==> config.mk <==
export PLATFORM = sky130hd
export DESIGN_NAME = signed_divider
export DESIGN_NICKNAME = d
export VERILOG_FILES = /design/src/rtl/signed_divider_pkg.sv /design/src/rtl/signed_divider_div_step.sv /design/src/rtl/signed_divider.sv
export SDC_FILE = /design/constraint.sdc
export NUM_CORES = 1
export LEC_CHECK = 0
export ABC_CLOCK_PERIOD_IN_PS = 6500
export CELL_PAD_IN_SITES_DETAIL_PLACEMENT = 1
export CELL_PAD_IN_SITES_GLOBAL_PLACEMENT = 2
export CORE_ASPECT_RATIO = 0.7
export CORE_MARGIN = 2
export CORE_UTILIZATION = 33
export CTS_BUF_LIST = sky130_fd_sc_hd__clkbuf_16
export CTS_CLUSTER_SIZE = 12
export DETAILED_ROUTE_END_ITERATION = 12
export GPL_ROUTABILITY_DRIVEN = 0
export PLACE_DENSITY_LB_ADDON = 0.25
export REMOVE_ABC_BUFFERS = 1
export SETUP_SLACK_MARGIN = 0.3
export SLEW_MARGIN = 15
export SYNTH_ARGS = -nofsm -noshare
export SYNTH_HDL_FRONTEND = slang
export SYNTH_HIERARCHICAL = 1
export SYNTH_SLANG_ARGS = --single-unit
==> constraint.sdc <==
create_clock -name Clk -period 6.5 [get_ports Clk]
set_clock_uncertainty 0.15 [all_clocks]
set_input_delay 1.3 -clock Clk [delete_from_list [all_inputs] [get_ports Clk]]
set_output_delay 1.3 -clock Clk [all_outputs]
set_load 0.005 [all_outputs]
Clock distribution:
Drawn at 2 px/um.
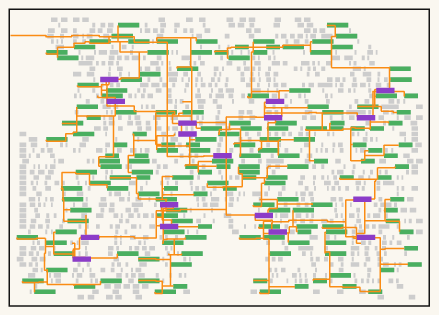
[green] flip-flops | count: 166
[orange] clock wires | length: 2550 um
[purple] clock drivers | count: 17
routed clock nets: 18
flops lie: spread over the die
Clk network pwr share: 0.361
Clock group: 0.935 mW
Worst-Skew Late Latency: 0.44 ns

Clock wiring as the flow saved it:
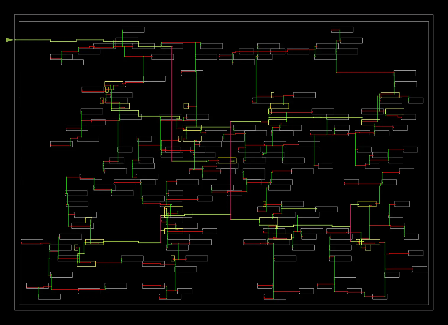
num sequential: 166
CTS Buf Count: 17
clk sinks: 166
clock buffer count: 18

==> results.py <==
# Flow results
metrics = {
    "floorplan": {
        "initCoreUtil": 0.336,
        "die_width_um": 209,
        "rows": 52,
        "core_area_um2": 29000,
        "die_h_um": 148,
        "num_io_pins": 101,
    },
    "final_timing": {
        "fin_hold_ws_ns": 0.308,
        "finalMaxSlewViolations": 0,
        "finalSetupTns_ns": 0,
        "setup_viol": 0,
        "fin_crit_sh": 0.596,
        "slew_headroom": 0.274,
        "fin_crit_ns": 3.88,
        "max_freq_ghz": 0.258,
        "setup_slack_ns": 2.62,
        "worst_pin_slew_ns": 1.08,
    },
    "layout": {
        "final_area_um2": 11600,
        "layout-drive-gt1-share": 0.0721,
        "layout.cells.non_filler": 1489,
        "final_core_utilization": 0.401,
        "area_delta_synth_final_pct": 19.2,
    },
    "detailed_routing": {
        "wire_per_inst_um": 17.9,
        "drtIter0Drc": 475,
        "antenna_left": 0,
        "viasPerCell": 5.22,
        "drcViolationCount": 0,
        "vias": 7774,
    },
    "clock_network": {
        "tritoncts": "built",
        "ctsResizeCount": 0,
        "clockBufferDepth": 2,
        "cts-root-buf": "clkbuf_16",
        "cts_max_level": 4,
        "clk_pin_slew_ns": 0.06,
        "post_cts_buffers": 0,
        "cts_hold_buf": 0,
    },
    "setup_path": {
        "reg2regPathDepth": 11,
        "arrival_ns": 3.90,
        "worstPathMaxFanout": 7,
        "rrSetupSlack_ns": 2.73,
    },
    "yosys": {
        "synth-edff-count": 116,
        "syn-cell-area_um2": 9730,
        "netlist_instances": 1018,
        "top_cell": "edfxtp_1",
        "syn_avg_cell_area_um2": 9.56,
        "top_cell_area_share": 0.358,
        "flop_cell": "edfxtp_1",
        "numSynthFlops": 166,
        "yosys.stat.seqShare": 0.461,
        "yosys_area_um2": 9730,
        "topCellsByArea": "edfxtp_1 36%, dfxtp_1 10%, o21ai_0 4.6%",
        "top_area_cell": "edfxtp_1",
        "ys_warn_count": 6,
    },
    "grt": {
        "grt_pass1_vias": 7781,
        "antenna_found_initial": 2,
        "grt_max_degree": 68,
        "grt-ovfl-total": 0,
    },
    "min_path": {
        "hold_class": "register to register",
    },
    "power_and_ir_drop": {
        "p_per_area_nw_per_um2": 223,
        "p_leak_nw": 4.12,
        "ir_drop_mv": 0.157,
    },
    "placement": {
        "dp.cells": 1456,
        "dp_hpwl_um": 19200,
        "portBuffers": 100,
    },
    "outcome": {
        "status": "finished clean",
    },
    "run": {
        "maxCapViolCount": 0,
    },
}
-- where the power goes --
part	internal (mW)	switching (mW)
Clock	0.500	0.435
Combinational	0.171	0.235
Sequential	1.20	0.0463
Total	1.88	0.717
-- cell families (layout without fill, tap and decap cells) --
group           count (synthesis)  count (layout)  synth area share
mux                             7               7           0.00836
buf+inv                        92             184            0.0414
simple gates                  386             386             0.206
fa+ha+maj                      27              27            0.0355
other cells                     0               1                 0
xor+xnor                       87              87            0.0783
compound gates                253             253             0.170
flops                         166             166             0.461
-- critical path: stages --
cell,delay [ns]
clkdlybuf4s50_1,0.46
or3_1,0.43
or4_1,0.48
a21oi_1,0.66
a21boi_0,0.29
xor2_1,0.18
o21ai_0,0.09
-- metal layers --
layer | vias up | track usage | wire (um)
met1 | 3770 | 0.274 | 14500
met3 | 13 | 0.0480 | 1210
met4 | 0 | 0.0332 | 138
li1 | 3873 | - | -
met5 | - | 0 | 0
met2 | 118 | 0.254 | 10800
-- layout by cell type (no fill, tap or decap), types with 17 or more instances in the layout --
cell type	n
nand2_1	109
and2_1	55
o21ai_0	89
dfxtp_1	50
or3_1	17
o31ai_1	23
a21oi_1	54
nand3_1	21
nor2_1	75
clkbuf_16	18
nor3_1	23
xnor2_1	41
clkdlybuf4s50_1	99
edfxtp_1	116
xor2_1	46
inv_1	43
ha_1	26
-- area by class of cell --
| class | count | area (um^2) | area share |
|---|---|---|---|
| diodes | 1 | 2.50 | 0.000216 |
| clock buffers | 18 | 450 | 0.0388 |
| multi-input cells | 760 | 4880 | 0.421 |
| clock inverters | 14 | 70.1 | 0.00604 |
| flip-flops and latches | 166 | 4480 | 0.387 |
| repair buffers | 112 | 1090 | 0.0937 |
| well taps | 378 | 473 | 0.0408 |
| inverters | 40 | 153 | 0.0132 |
Power and IR drop assume default switching activity.
